**src/rtl/div_pkg.sv**
```systemverilog
// Shared types and defaults for the iterative divider functional unit.
// Imported by the divider top level and its restoring-step datapath.
package div_pkg;

   localparam int DIV_WIDTH_DEFAULT = 32;

   typedef enum logic [1:0] {
      DIV_IDLE,
      DIV_RUN,
      DIV_FIX
   } div_state_t;

endpackage

```
**src/rtl/divider_iterative_div_step.sv**
```systemverilog
// One radix-2 restoring step: shift in the next dividend bit, trial-subtract
// the divisor, keep the difference on no-borrow, otherwise restore.
module div_step
   import div_pkg::*;
#(
   parameter int WIDTH = DIV_WIDTH_DEFAULT
) (
   input  logic [WIDTH-1:0] rem,
   input  logic             dvd_msb,
   input  logic [WIDTH-1:0] dvs,
   output logic [WIDTH-1:0] rem_next,
   output logic             q_bit
);

   logic [WIDTH:0]   shifted;
   logic [WIDTH-1:0] trial;
   logic             borrow;

   assign shifted = {rem, dvd_msb};

   // The borrow comes from the full WIDTH+1-bit compare; whenever there is no
   // borrow the true difference is below 2^WIDTH, so the low bits are exact.
   assign borrow   = (shifted < {1'b0, dvs});
   assign trial    = shifted[WIDTH-1:0] - dvs;
   assign q_bit    = ~borrow;
   assign rem_next = borrow ? shifted[WIDTH-1:0] : trial;

endmodule

```
**src/rtl/divider_iterative.sv**
```systemverilog
// Iterative radix-2 restoring divider (MIPS DIV/DIVU): WIDTH iterations plus
// one sign-fix cycle; q is LO, r is HI.
module divider_iterative
   import div_pkg::*;
#(
   parameter int WIDTH = DIV_WIDTH_DEFAULT
) (
   input  logic             clk,
   input  logic             reset,
   input  logic             valid_in,
   input  logic             is_signed,
   input  logic [WIDTH-1:0] a,
   input  logic [WIDTH-1:0] b,
   output logic             busy,
   output logic             valid_out,
   output logic [WIDTH-1:0] q,
   output logic [WIDTH-1:0] r
);

   localparam int CW = $clog2(WIDTH) + 1;

   div_state_t       state, state_next;
   logic [CW-1:0]    count;
   logic [WIDTH-1:0] rem, dvd, dvs, a_raw;
   logic [WIDTH-1:0] rem_next, a_mag, b_mag;
   logic             q_bit, neg_q, neg_r, div0;
   logic             a_neg, b_neg, last_iter;

   assign a_neg     = is_signed & a[WIDTH-1];
   assign b_neg     = is_signed & b[WIDTH-1];
   assign a_mag     = a_neg ? -a : a;
   assign b_mag     = b_neg ? -b : b;
   assign last_iter = (count == CW'(WIDTH - 1));
   assign busy      = (state != DIV_IDLE);

   div_step #(.WIDTH(WIDTH)) u_step (
      .rem      (rem),
      .dvd_msb  (dvd[WIDTH-1]),
      .dvs      (dvs),
      .rem_next (rem_next),
      .q_bit    (q_bit)
   );

   always_ff @(posedge clk) begin
      if (reset) state <= DIV_IDLE;
      else       state <= state_next;
   end

   // NOTE: every always_comb output gets a default first so no path infers a latch.
   always_comb begin
      state_next = state;
      case (state)
         DIV_IDLE: if (valid_in) state_next = DIV_RUN;
         DIV_RUN: begin
            if (valid_in)       state_next = DIV_RUN;
            else if (last_iter) state_next = DIV_FIX;
         end
         DIV_FIX:  state_next = valid_in ? DIV_RUN : DIV_IDLE;
         default:  state_next = DIV_IDLE;
      endcase
   end

   // NOTE: sequential state uses non-blocking assignments so all registers update together.
   always_ff @(posedge clk) begin
      if (reset) begin
         count     <= '0;
         rem       <= '0;
         q         <= '0;
         r         <= '0;
         valid_out <= 1'b0;
      end else begin
         valid_out <= 1'b0;
         if (valid_in) begin
            // A new start wins over FIX, so an aborted divide never publishes.
            count <= '0;
            rem   <= '0;
         end else if (state == DIV_RUN) begin
            count <= count + CW'(1);
            rem   <= rem_next;
         end else if (state == DIV_FIX) begin
            valid_out <= 1'b1;
            if (div0) begin
               q <= '1;
               r <= a_raw;
            end else begin
               q <= neg_q ? -dvd : dvd;
               r <= neg_r ? -rem : rem;
            end
         end
      end
   end

   // NOTE: operand registers are not reset; they are always loaded before being consumed.
   always_ff @(posedge clk) begin
      if (valid_in) begin
         dvd   <= a_mag;
         dvs   <= b_mag;
         a_raw <= a;
         neg_q <= a_neg ^ b_neg;
         neg_r <= a_neg;
         div0  <= (b == '0);
      end else if (state == DIV_RUN) begin
         // Quotient bits enter at the bottom as dividend bits leave the top.
         dvd <= {dvd[WIDTH-2:0], q_bit};
      end
   end

endmodule

```
**config.mk**
```make
export PLATFORM = sky130hd
export DESIGN_NAME = divider_iterative
export DESIGN_NICKNAME = d
export VERILOG_FILES = /design/src/rtl/div_pkg.sv /design/src/rtl/divider_iterative_div_step.sv /design/src/rtl/divider_iterative.sv
export SDC_FILE = /design/constraint.sdc
export NUM_CORES = 1
export LEC_CHECK = 0
export CAP_MARGIN = 40
export CORE_MARGIN = 2
export CORE_UTILIZATION = 55
export DETAILED_ROUTE_END_ITERATION = 12
export MAX_ROUTING_LAYER = met4
export PLACE_DENSITY = 0.85
export SETUP_SLACK_MARGIN = 0.3
export SLEW_MARGIN = 20
export SYNTH_ARGS = -nofsm -noshare
export SYNTH_HDL_FRONTEND = slang
export SYNTH_SLANG_ARGS = --single-unit
```
**constraint.sdc**
```tcl
create_clock -name clk -period 3.6 [get_ports clk]
set_clock_uncertainty 0.1 [all_clocks]
set_input_delay 0.72 -clock clk [delete_from_list [all_inputs] [get_ports clk]]
set_output_delay 0.72 -clock clk [all_outputs]
set_load 0.01 [all_outputs]
```
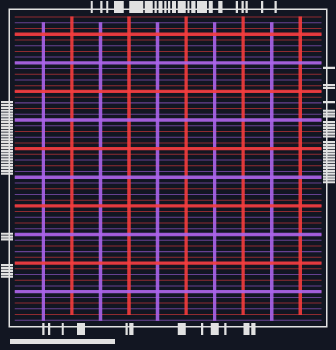
*Supply network*
The bar under the picture is 50 um long. Pins as bars on the die edge.
[red] VDD
[purple] VSS
signal pins: 134
rows: 53
met1 rails: 54

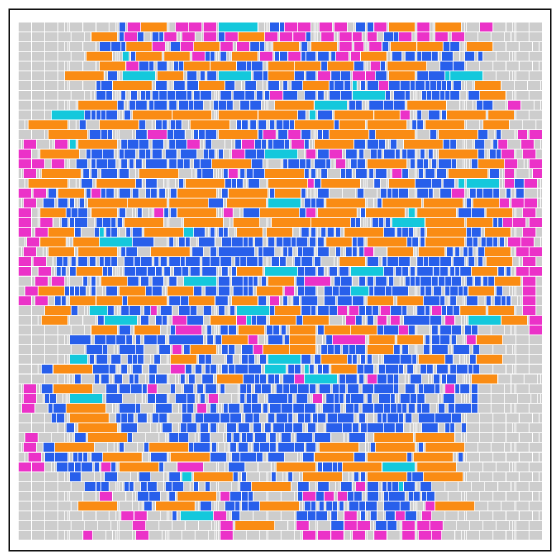
*Cell classes on the final placement*
Fill, decap, tap and diode cells in grey.
[blue] remaining logic cells | cells: 1068 | share of their area: 46%
[magenta] remaining buffers and delay cells | cells: 197 | share of their area: 13%
[cyan] clock drivers and dummy loads | cells: 40 | share of their area: 4.9%
[orange] registers | cells: 204 | share of their area: 36%

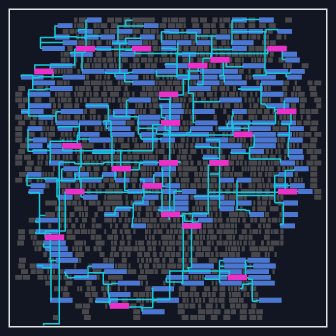
*Clock distribution*
[blue] flip-flops | count: 204
[cyan] clock wires | length: 2500 um
[magenta] clock-net drivers | count: 22
routed clock nets: 23
flops lie: widely spread

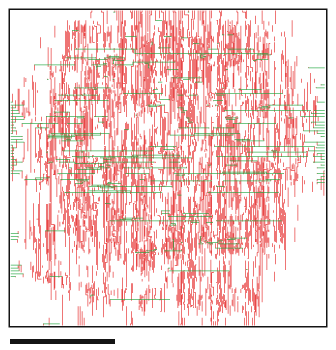
*Metal layers overlaid*
The bar under the picture is 50 um long. Two of the layers only.
[green] M3 | wire length: 2140 um
[red] M2 | wire length: 15100 um

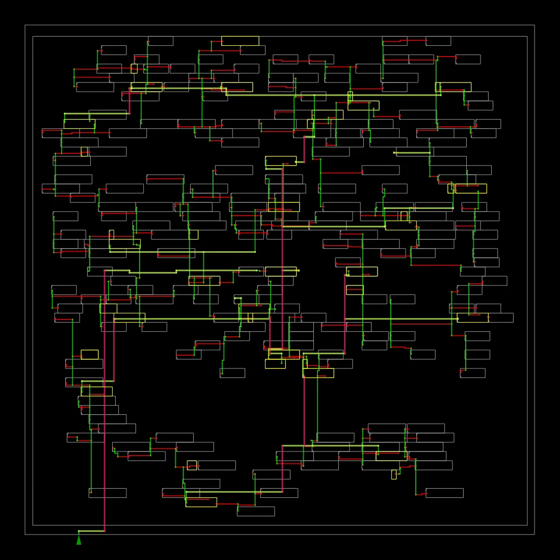
*Clock nets*
P_clk: 2.20 mW
flop count: 204

==> impl_metrics.json <==
{
  "place_hpwl_um": 21700,
  "yosys_cells": 1339,
  "root_buffer": "clkbuf_16",
  "end_kind": "flip-flop",
  "vias": 10643,
  "ys_types": 62,
  "min_to": "r[10]$_SDFFE_PP0P_",
  "hold_depth": 2,
  "vias_per_cell": 5.96,
  "yosys_warnings": 0,
  "ys_ff": 204,
  "cts_tree": "built",
  "io_pins": 134,
  "crit_top_cell": "or4_4",
  "drt_wl_total_um": 31300,
  "drtAntennaViolNets": 0,
  "cp_slowest_cell": "or4_4",
  "flop_cell": "dfxtp_1",
  "avgSynthCellArea_um2": 8.78,
  "syn_nets": 1445,
  "grt_max_degree": 95,
  "critPathBufInv": 1,
  "rows": 53,
  "grt-ovfl-total": 0,
  "min_path_type": "flip-flop to flip-flop",
  "path_max_fanout": 4,
  "final_cells": 1785,
  "chip_area_um2": 22600,
  "drtPass1Iterations": 5,
  "track_usage_pct": 27.3,
  "yosysSeqAreaShare_pct": 43.1,
  "setup_tns_ns": 0,
  "syn_to_final_growth_pct": 23.9,
  "cap_violations": 0,
  "fin_nets": 1599,
  "critPathArrivalTime_ns": 3.64,
  "synth-edff-count": 99,
  "status": "completed",
  "reg2reg_depth": 9,
  "max_freq_mhz": 304,
  "die_y_um": 150,
  "cts_made_buffers": 22,
  "final_cell_mix": "a21oi_1 (154), nor2_1 (150), clkdlybuf4s50_1 (131)",
  "crit_chain": "or4_4 -> or4_4 -> or4_4 -> or3_4 -> and3_4 -> o41ai_4 -> buf_4 -> nand2_1 -> a21oi_2",
  "cellLeakagePower_nw": 5.64,
  "critPathLaunchType": "flip-flop",
  "crit_type": "flip-flop to flip-flop",
  "tightest_slew_ns": 0.722,
  "final_hold_viol_count": 0,
  "r2r_setup_slack_ns": 0.31,
  "min-delay-start": "r[10]$_SDFFE_PP0P_",
  "reg2reg_to": "r[31]$_SDFFE_PP0P_",
  "die_w_um": 150,
  "clkSinkCount": 204,
  "reg2reg_from": "rem[8]$_SDFFE_PP0P_",
  "grt_first_pass_wirelength_um": 48500,
  "first_global_vias": 9856,
  "finalMaxSlewViolations": 0,
  "crit_cells": 9,
  "setup_viol": 0,
  "power.density_nw_per_um2": 409,
  "cts.path.max_buffers": 3,
  "drive_gt1_share_pct": 9.34,
  "clk_latency_ns": 0.52,
  "relSlewSlack_pct": 51.9,
  "core_area_um2": 21000,
  "drt_iter0_drc": 930,
  "critical_path_required_ns": 3.94,
  "syn_inst": 1339,
  "rsz0062_at_grt": "yes",
  "htreeDepth": 1,
  "portBuffers": 133,
  "antenna_found_initial": 1,
  "crit_family": "simple AND/OR/NAND/NOR gates",
  "dp.cells": 1729,
  "cts_hold_buf": 0,
  "ys_area_um2": 11800,
  "mostFrequentLayoutCell": "a21oi_1",
  "slowest_delay_ns": 0.59,
  "synth_area_um2": 11800,
  "clk_pin_slew_ns": 0.06,
  "timing.hold.ws_ns": 0.356,
  "vdd_drop_max_v": 0.000325,
  "place.gp.congestion": 0.917,
  "finalClockPeriodUsage_pct": 91.4
}
[routing by layer]
metal,up-vias,wire [um],GRT usage [%]
met1,5045,13400,35.7
met4,0,673,7.83
met5,-,0,-
met3,60,2140,3.27
li1,5134,-,-
met2,404,15100,45.1
[synth_stat cells, types with 8 or more instances]
master,n,area share (%)
a21oi_1,157,6.7
a31oi_1,8,0.43
dfxtp_1,105,18
nand4_1,8,0.43
nor4_1,16,0.85
a21o_1,21,1.3
o41ai_1,20,1.5
o21bai_1,12,0.77
ha_1,37,3.9
nor2_1,151,4.8
nor3_1,24,1.0
nand2_1,125,4.0
edfxtp_1,99,25
nand3_1,13,0.55
or4_1,11,0.70
xor2_1,90,6.7
a211oi_1,32,2.0
o21ai_0,99,4.2
o211ai_1,10,0.64
nand2b_1,10,0.53
inv_1,54,1.7
o31ai_1,18,1.1
clkbuf_1,60,1.9
or3_1,15,0.80
xnor2_1,57,4.2
[metrics by stage]
step | area [um^2] | worst slack (ns) | power [mW]
floorplan | 11800 | 0.333 | 3.38
global placement | 13600 | -0.104 | 3.70
detailed placement | 13600 | -0.165 | 3.73
CTS | 14300 | 0.274 | 5.91
global route | 14600 | 0.222 | 6.18
finish | 14600 | 0.309 | 5.95
[where the power goes]
group / total (mW) / switching (mW) / internal [mW] / leakage [nW]
Combinational: 1.06 / 0.611 / 0.453 / 3.48
Sequential: 2.69 / 0.105 / 2.59 / 1.82
Clock: 2.20 / 0.933 / 1.27 / 0.346
Total: 5.95 / 1.65 / 4.31 / 5.64
[area by class of cell]
class	count	area [um^2]	area share, %
Antenna cell	1	2.50	0.0172
Clock buffer	29	611	4.19
Clock inverter	11	90.1	0.618
Inverter	54	203	1.39
Multi-Input combinational cell	1014	6370	43.7
Sequential cell	204	5070	34.8
Tap cell	275	344	2.36
Timing Repair Buffer	197	1870	12.8
[worst min-delay path, stage by stage, from the launching register on]
cell	delay (ns)
dfxtp_1	0.31
nand2_1	0.05
a21oi_1	0.05
[how the worst max path moves through the flow]
stage               slack (ns)           startpoint                  to
global placement         -0.10                 a[4]   dvd[29]$_DFFE_PP_
floorplan                 0.33     dvs[1]$_DFFE_PP_    dvd[0]$_DFFE_PP_
finish                    0.31  rem[8]$_SDFFE_PP0P_  r[31]$_SDFFE_PP0P_
CTS                       0.27  rem[7]$_SDFFE_PP0P_  r[31]$_SDFFE_PP0P_
detailed placement       -0.16                 a[4]   dvd[29]$_DFFE_PP_
global route              0.22  rem[8]$_SDFFE_PP0P_  r[31]$_SDFFE_PP0P_
[kinds of logic after synthesis]
group	after synthesis	share of synthesized area (%)
AND-OR/OR-AND	405	20.8
flip-flops	204	43.1
XOR/XNOR	147	10.9
AND/OR/NAND/NOR	416	16.4
buffers and inverters	121	3.89
multiplexers	8	0.692
adder cells (fa/ha/maj)	38	4.11
[sequential cells by signal, summed over array words and instances, names as in the netlist]
signal / count
a_raw: 32
count: 6
div0: 1
dvd: 32
dvs: 32
neg_q: 1
neg_r: 1
q: 32
r: 32
rem: 32
state: 2
valid_out: 1
[repair_timing]
item / CTS / global route
setup endpoints to repair: 8 / 45
resized: 6 / 24
gates cloned: 0 / 2
setup buffers: 0 / 12
pin swaps: 1 / 10
No activity file was given, so power comes from the tool's default toggle rates.
